[src/rtl/vga_pkg.sv]
// Shared raster timing constants for vga_timing_gen: standard mode timings,
// sync polarity codes and pixel clock-enable increments for a 100 MHz clk.
package vga_pkg;

  // Sync polarity codes: the level a sync output takes while active.
  localparam logic POL_ACTIVE_LOW  = 1'b0;
  localparam logic POL_ACTIVE_HIGH = 1'b1;

  // 640x480 @ 60 Hz, 25 MHz pixel clock (default timing).
  localparam int VGA640_HD = 640;
  localparam int VGA640_HF = 16;
  localparam int VGA640_HS = 96;
  localparam int VGA640_HB = 48;
  localparam int VGA640_VD = 480;
  localparam int VGA640_VF = 10;
  localparam int VGA640_VS = 2;
  localparam int VGA640_VB = 33;

  // 800x600 @ 60 Hz, 40 MHz pixel clock, positive syncs.
  localparam int SVGA800_HD = 800;
  localparam int SVGA800_HF = 40;
  localparam int SVGA800_HS = 128;
  localparam int SVGA800_HB = 88;
  localparam int SVGA800_VD = 600;
  localparam int SVGA800_VF = 1;
  localparam int SVGA800_VS = 4;
  localparam int SVGA800_VB = 23;

  // Phase accumulator increments (16-bit accumulator, 100 MHz clk).
  localparam logic [15:0] CE_INC_25M_AT_100M = 16'h4000;
  localparam logic [15:0] CE_INC_40M_AT_100M = 16'h6666;

endpackage

[src/rtl/pix_ce_gen.sv]
// Pixel clock-enable generator: a phase accumulator whose carry out becomes a
// single-clk ce pulse. Average ce rate is clk * CE_INC / 2^ACC_W.
module pix_ce_gen #(
  parameter int               ACC_W  = 16,
  parameter logic [ACC_W-1:0] CE_INC = 16'h4000
) (
  input  logic clk,
  input  logic rst,   // asynchronous, active-low
  output logic ce
);

  logic [ACC_W-1:0] acc_r;
  logic [ACC_W:0]   sum_s;

  assign sum_s = {1'b0, acc_r} + {1'b0, CE_INC};

  // Advance the accumulator every clk; the carry out is registered as ce.
  always_ff @(posedge clk or negedge rst) begin
    if (!rst) begin
      acc_r <= '0;
      ce    <= 1'b0;
    end else begin
      acc_r <= sum_s[ACC_W-1:0];
      ce    <= sum_s[ACC_W];
    end
  end

endmodule

[src/rtl/vga_timing_gen.sv]
// Parametrised raster timing generator. Counters hc/vc advance on the pixel
// clock-enable from pix_ce_gen; every output is registered from the next-state
// counters so hs/vs/de/x/y and the strobes change together with hc/vc.
// Optional feature macro: VGA_LOOKAHEAD_EN adds la_de/la_x/la_y, the values
// de/x/y will take at the following ce.
module vga_timing_gen
  import vga_pkg::*;
#(
  parameter int               HD      = VGA640_HD,
  parameter int               HF      = VGA640_HF,
  parameter int               HS      = VGA640_HS,
  parameter int               HB      = VGA640_HB,
  parameter int               VD      = VGA640_VD,
  parameter int               VF      = VGA640_VF,
  parameter int               VS      = VGA640_VS,
  parameter int               VB      = VGA640_VB,
  parameter logic             HS_POL  = POL_ACTIVE_LOW,
  parameter logic             VS_POL  = POL_ACTIVE_LOW,
  parameter int               ACC_W   = 16,
  parameter logic [ACC_W-1:0] CE_INC  = CE_INC_25M_AT_100M,
  parameter int               XY_W    = 16,
  parameter int               FRAME_W = 8
) (
  input  logic               clk,
  input  logic               rst,          // asynchronous, active-low
  input  logic               run,
  output logic               hs,
  output logic               vs,
  output logic               de,
  output logic [XY_W-1:0]    x,
  output logic [XY_W-1:0]    y,
  output logic               line_start,
  output logic               frame_start,
  output logic [FRAME_W-1:0] frame_cnt
`ifdef VGA_LOOKAHEAD_EN
  ,
  output logic               la_de,
  output logic [XY_W-1:0]    la_x,
  output logic [XY_W-1:0]    la_y
`endif
);

  localparam int H_TOTAL = HD + HF + HS + HB;
  localparam int V_TOTAL = VD + VF + VS + VB;

  localparam logic [XY_W-1:0]    H_LAST    = XY_W'(H_TOTAL - 1);
  localparam logic [XY_W-1:0]    V_LAST    = XY_W'(V_TOTAL - 1);
  localparam logic [XY_W-1:0]    H_ACT_END = XY_W'(HD);
  localparam logic [XY_W-1:0]    V_ACT_END = XY_W'(VD);
  localparam logic [XY_W-1:0]    H_SYNC_LO = XY_W'(HD + HF);
  localparam logic [XY_W-1:0]    H_SYNC_HI = XY_W'(HD + HF + HS);
  localparam logic [XY_W-1:0]    V_SYNC_LO = XY_W'(VD + VF);
  localparam logic [XY_W-1:0]    V_SYNC_HI = XY_W'(VD + VF + VS);
  localparam logic [XY_W-1:0]    XY_ONE    = XY_W'(1);
  localparam logic [FRAME_W-1:0] FRAME_ONE = FRAME_W'(1);

  // Column after hc; >= so an out-of-range column wraps straight to 0.
  function automatic logic [XY_W-1:0] step_h(input logic [XY_W-1:0] hc);
    if (hc >= H_LAST) begin
      return '0;
    end else begin
      return hc + XY_ONE;
    end
  endfunction

  // Row after (hc,vc); the row only moves when the column wraps.
  function automatic logic [XY_W-1:0] step_v(input logic [XY_W-1:0] hc,
                                             input logic [XY_W-1:0] vc);
    if (hc < H_LAST) begin
      return vc;
    end else if (vc >= V_LAST) begin
      return '0;
    end else begin
      return vc + XY_ONE;
    end
  endfunction

  logic                ce;
  logic [XY_W-1:0]     hc_r, vc_r;
  logic [XY_W-1:0]     hc_nxt_s, vc_nxt_s;
  logic                adv_s;
  logic                de_nxt_s, hs_nxt_s, vs_nxt_s;
  logic [XY_W-1:0]     x_nxt_s, y_nxt_s;
  logic                ls_nxt_s, fs_nxt_s;
  logic [FRAME_W-1:0]  fc_nxt_s;

  pix_ce_gen #(
    .ACC_W  (ACC_W),
    .CE_INC (CE_INC)
  ) u_ce (
    .clk (clk),
    .rst (rst),
    .ce  (ce)
  );

  // Next counter state: run=0 parks at the last position (even on a ce),
  // otherwise a ce steps one pixel through the raster.
  always_comb begin
    hc_nxt_s = hc_r;
    vc_nxt_s = vc_r;
    adv_s    = 1'b0;
    if (!run) begin
      hc_nxt_s = H_LAST;
      vc_nxt_s = V_LAST;
    end else if (ce) begin
      adv_s    = 1'b1;
      hc_nxt_s = step_h(hc_r);
      vc_nxt_s = step_v(hc_r, vc_r);
    end else begin
      hc_nxt_s = hc_r;
      vc_nxt_s = vc_r;
    end
  end

  // Output decode of the next-state counters; idle values while stopped.
  always_comb begin
    de_nxt_s = 1'b0;
    hs_nxt_s = ~HS_POL;
    vs_nxt_s = ~VS_POL;
    x_nxt_s  = '0;
    y_nxt_s  = '0;
    ls_nxt_s = 1'b0;
    fs_nxt_s = 1'b0;
    fc_nxt_s = frame_cnt;
    if (run) begin
      de_nxt_s = (hc_nxt_s < H_ACT_END) && (vc_nxt_s < V_ACT_END);
      hs_nxt_s = ((hc_nxt_s >= H_SYNC_LO) && (hc_nxt_s < H_SYNC_HI)) ? HS_POL : ~HS_POL;
      vs_nxt_s = ((vc_nxt_s >= V_SYNC_LO) && (vc_nxt_s < V_SYNC_HI)) ? VS_POL : ~VS_POL;
      x_nxt_s  = de_nxt_s ? hc_nxt_s : '0;
      y_nxt_s  = de_nxt_s ? vc_nxt_s : '0;
      ls_nxt_s = adv_s && (hc_nxt_s == '0);
      fs_nxt_s = ls_nxt_s && (vc_nxt_s == '0);
      fc_nxt_s = fs_nxt_s ? (frame_cnt + FRAME_ONE) : frame_cnt;
    end else begin
      fc_nxt_s = frame_cnt;
    end
  end

  // Counter and output registers; reset lands on the idle end-of-frame state.
  always_ff @(posedge clk or negedge rst) begin
    if (!rst) begin
      hc_r        <= H_LAST;
      vc_r        <= V_LAST;
      de          <= 1'b0;
      hs          <= ~HS_POL;
      vs          <= ~VS_POL;
      x           <= '0;
      y           <= '0;
      line_start  <= 1'b0;
      frame_start <= 1'b0;
      frame_cnt   <= '0;
    end else begin
      hc_r        <= hc_nxt_s;
      vc_r        <= vc_nxt_s;
      de          <= de_nxt_s;
      hs          <= hs_nxt_s;
      vs          <= vs_nxt_s;
      x           <= x_nxt_s;
      y           <= y_nxt_s;
      line_start  <= ls_nxt_s;
      frame_start <= fs_nxt_s;
      frame_cnt   <= fc_nxt_s;
    end
  end

`ifdef VGA_LOOKAHEAD_EN
  logic [XY_W-1:0] la_h_s, la_v_s;
  logic            la_de_nxt_s;
  logic [XY_W-1:0] la_x_nxt_s, la_y_nxt_s;

  // Position one ce beyond the next state; from the parked state this is (0,0).
  always_comb begin
    la_h_s      = step_h(hc_nxt_s);
    la_v_s      = step_v(hc_nxt_s, vc_nxt_s);
    la_de_nxt_s = (la_h_s < H_ACT_END) && (la_v_s < V_ACT_END);
    la_x_nxt_s  = '0;
    la_y_nxt_s  = '0;
    if (la_de_nxt_s) begin
      la_x_nxt_s = la_h_s;
      la_y_nxt_s = la_v_s;
    end else begin
      la_x_nxt_s = '0;
      la_y_nxt_s = '0;
    end
  end

  // Lookahead registers, updated on the same edge as the counters.
  always_ff @(posedge clk or negedge rst) begin
    if (!rst) begin
      la_de <= 1'b1;
      la_x  <= '0;
      la_y  <= '0;
    end else begin
      la_de <= la_de_nxt_s;
      la_x  <= la_x_nxt_s;
      la_y  <= la_y_nxt_s;
    end
  end
`endif

endmodule

[config.mk]
export PLATFORM = sky130hd
export DESIGN_NAME = vga_timing_gen
export DESIGN_NICKNAME = d
export VERILOG_FILES = /design/src/rtl/vga_pkg.sv /design/src/rtl/pix_ce_gen.sv /design/src/rtl/vga_timing_gen.sv
export SDC_FILE = /design/constraint.sdc
export NUM_CORES = 1
export LEC_CHECK = 0
export ABC_CLOCK_PERIOD_IN_PS = 3300
export CORE_MARGIN = 5
export CORE_UTILIZATION = 54
export DETAILED_ROUTE_END_ITERATION = 8
export PLACE_DENSITY = 0.79
export SYNTH_ARGS = -nofsm -noshare
export SYNTH_HDL_FRONTEND = slang
export SYNTH_HIERARCHICAL = 1
export SYNTH_SLANG_ARGS = --single-unit
[constraint.sdc]
create_clock -name clk -period 3.3 [get_ports clk]
set_input_delay 0.33 -clock clk [delete_from_list [all_inputs] [get_ports clk]]
set_output_delay 0.33 -clock clk [all_outputs]
set_load 0.005 [all_outputs]
Figure 1. Selected gate families.
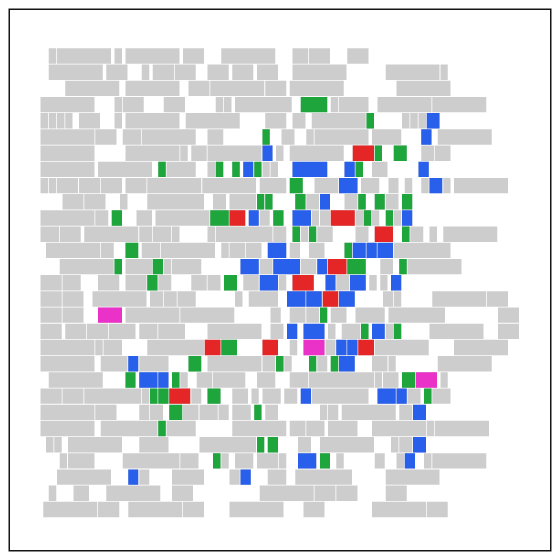
| family | color | cells |
|---|---|---|
| NAND gates | green | 55 |
| AND-OR and OR-AND gates | red | 11 |
| inverting AOI/OAI gates | blue | 45 |
| multiplexers | magenta | 3 |
most numerous logic cell after layout: dfrtp_1
Finished Layout Cells: 493
combinational fraction of the cell area: 0.335

Figure 2. Routing congestion map.
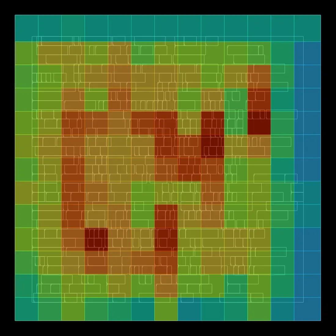
global routing met2 resource utilization: 0.314
grt met1 use: 0.287
met3 GRT Util: 0.0692
GR peak layer: met2
final core occ: 0.698

==> out/results.txt <==
Status: finished clean
Crit start category: register
Yosys top cell by area: dfrtp_1
Combinational group power: 181 uW
Antenna violations before repair: 0
OpenROAD warning count: 28
Async SR Flop Fraction: 1.00
Placed cell area: 0.00418 sq mm
Clock slew at reported path FFs: 0.08 ns
Worst Reg-to-Reg Cells: 8
Yosys Instances: 336
Post-synth top cells: dfrtp_1, nor2_1, nand2_1
Clock buffer count: 9
Share of layout cells above drive strength 1: 0.139
Netlist cell types: 60
Signal buf overhead: 0.131
Number of non-clock buffers: 62
Synth top area cells: dfrtp_1, dfstp_2, nor2_1
Most numerous cell in the Yosys netlist: dfrtp_1
CP Capture Point: frame_cnt[1]
I/O Pins: 48
Post-synth seq share: 0.574
CP peak stage delay: 0.58 ns
FP Util: 0.554
Clock Power: 733 uW
Setup Skew: 0.00976 ns
Largest net degree at the start of global routing: 81
Worst setup path start: hc_r[0]
Yosys stat area: 0.00352 sq mm
Grt ovf: 0
Fraction of power spent switching nets: 0.259
Starting DRT DRC Count: 209
Die ar.: 0.00822 sq mm
Achievable Freq: 316 MHz
Lkg Pwr: 0.00206 uW
Pwr top: sequential cells
Pre-antenna DRT Iters: 4
Detail Placement HPWL: 5.77 mm
Setup ws final: 0.136 ns
Capture point of the worst reg-to-reg path: frame_cnt[1]
Reg-to-Reg Start: hc_r[0]
EDFF count, synth: 0
Syn Inst Count: 336
Flip-flops: 80
Syn avg cell area: 10.5 sq um
Ys flop type: dfrtp_1
Yosys warning tally: 6
Crit path DAT: 3.40 ns
CTS tree: built
Hold Buf Count CTS: 0
Core area: 0.00635 sq mm
Figure 3. Routed metal, one color a layer.
Only two layers are drawn.
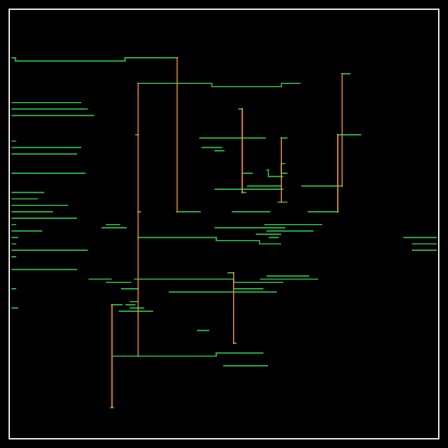
| layer | color | wire length |
|---|---|---|
| metal 4 | orange | 199 microns |
| metal 3 | green | 594 microns |
Total Wirelength: 8.30 mm
DR vias: 2834
Wirelength per Cell: 16.8 microns
Tot GR Track Use: 0.211

Figure 4. Where the registers sit.
Bar = 20 microns. Other sequential cells in the stronger gray, the rest of the logic in the fainter gray.
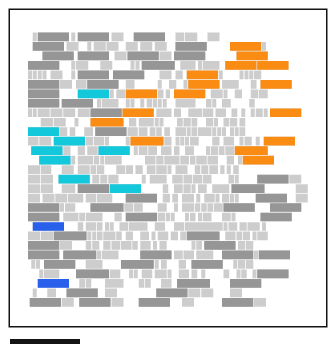
| netlist name | color | placed flops |
|---|---|---|
| `u_ce/acc_r` | blue | 2 |
| `frame_cnt` | cyan | 8 |
| `vc_r` | orange | 16 |
not colored: 54
P_seq: 1060 uW
area taken by flip-flops and latches: 0.00202 sq mm
Seq area share: 0.455

## cell families (layout without fill, tap and decap cells)
logic type,count (synthesis),in the layout,synth area share
AND/OR/NAND/NOR,151,151,0.220
flip-flops,80,80,0.574
AND-OR/OR-AND,56,56,0.114
buffers and inverters,25,93,0.0274
XOR/XNOR,15,15,0.0374
adder cells (fa/ha/maj),5,5,0.0178
multiplexers,3,3,0.00890
other,1,13,0.00107
## registers in the layout, summed over array words and instances, names as in the netlist
register / flops
de: 1
frame_cnt: 8
frame_start: 1
hc_r: 16
hs: 1
line_start: 1
u_ce/acc_r: 2
u_ce/ce: 1
vc_r: 16
vs: 1
x: 16
y: 16
## worst max-delay path: cells and delay by family, from the launching register on
family	cells	cell delay, ns
AOI/OAI and AO/OA	1	0.21
and+or+nand+nor	6	1.91
muxes	1	0.35
DFF	1	0.58
## worst min path at each step
stage | endpoint | slack (ns) | start | cells after the start
5_1_grt | u_ce/acc_r[15] | 0.19 | rst | 1
4_1_cts | y[9] | 0.16 | rst | 1
3_3_place_gp | u_ce/acc_r[14] | 0.42 | u_ce/acc_r[14] | 1
3_5_place_dp | u_ce/acc_r[14] | 0.45 | u_ce/acc_r[14] | 1
6_report | y[9] | 0.1 | rst | 1
2_1_floorplan | de | 0.03 | rst | 0
## metal layers
metal,vias to the layer above,part of all wire
met5,-,0
met4,0,0.024
met3,20,0.072
met2,107,0.45
met1,1375,0.45
li1,1332,-
## per-stage QoR
stage / instances / hold slack (ns)
global route: 493 / 0.193
global placement: 475 / 0.416
finish: 493 / 0.0956
floorplan: 348 / 0.0344
detailed placement: 475 / 0.447
CTS: 491 / 0.156
## what timing repair did
item / CTS / global route
gates resized: 0 / 7
endpoints found under the setup margin: 0 / 13
setup buffers: 0 / 2
No activity file was given, so power comes from the tool's default toggle rates.
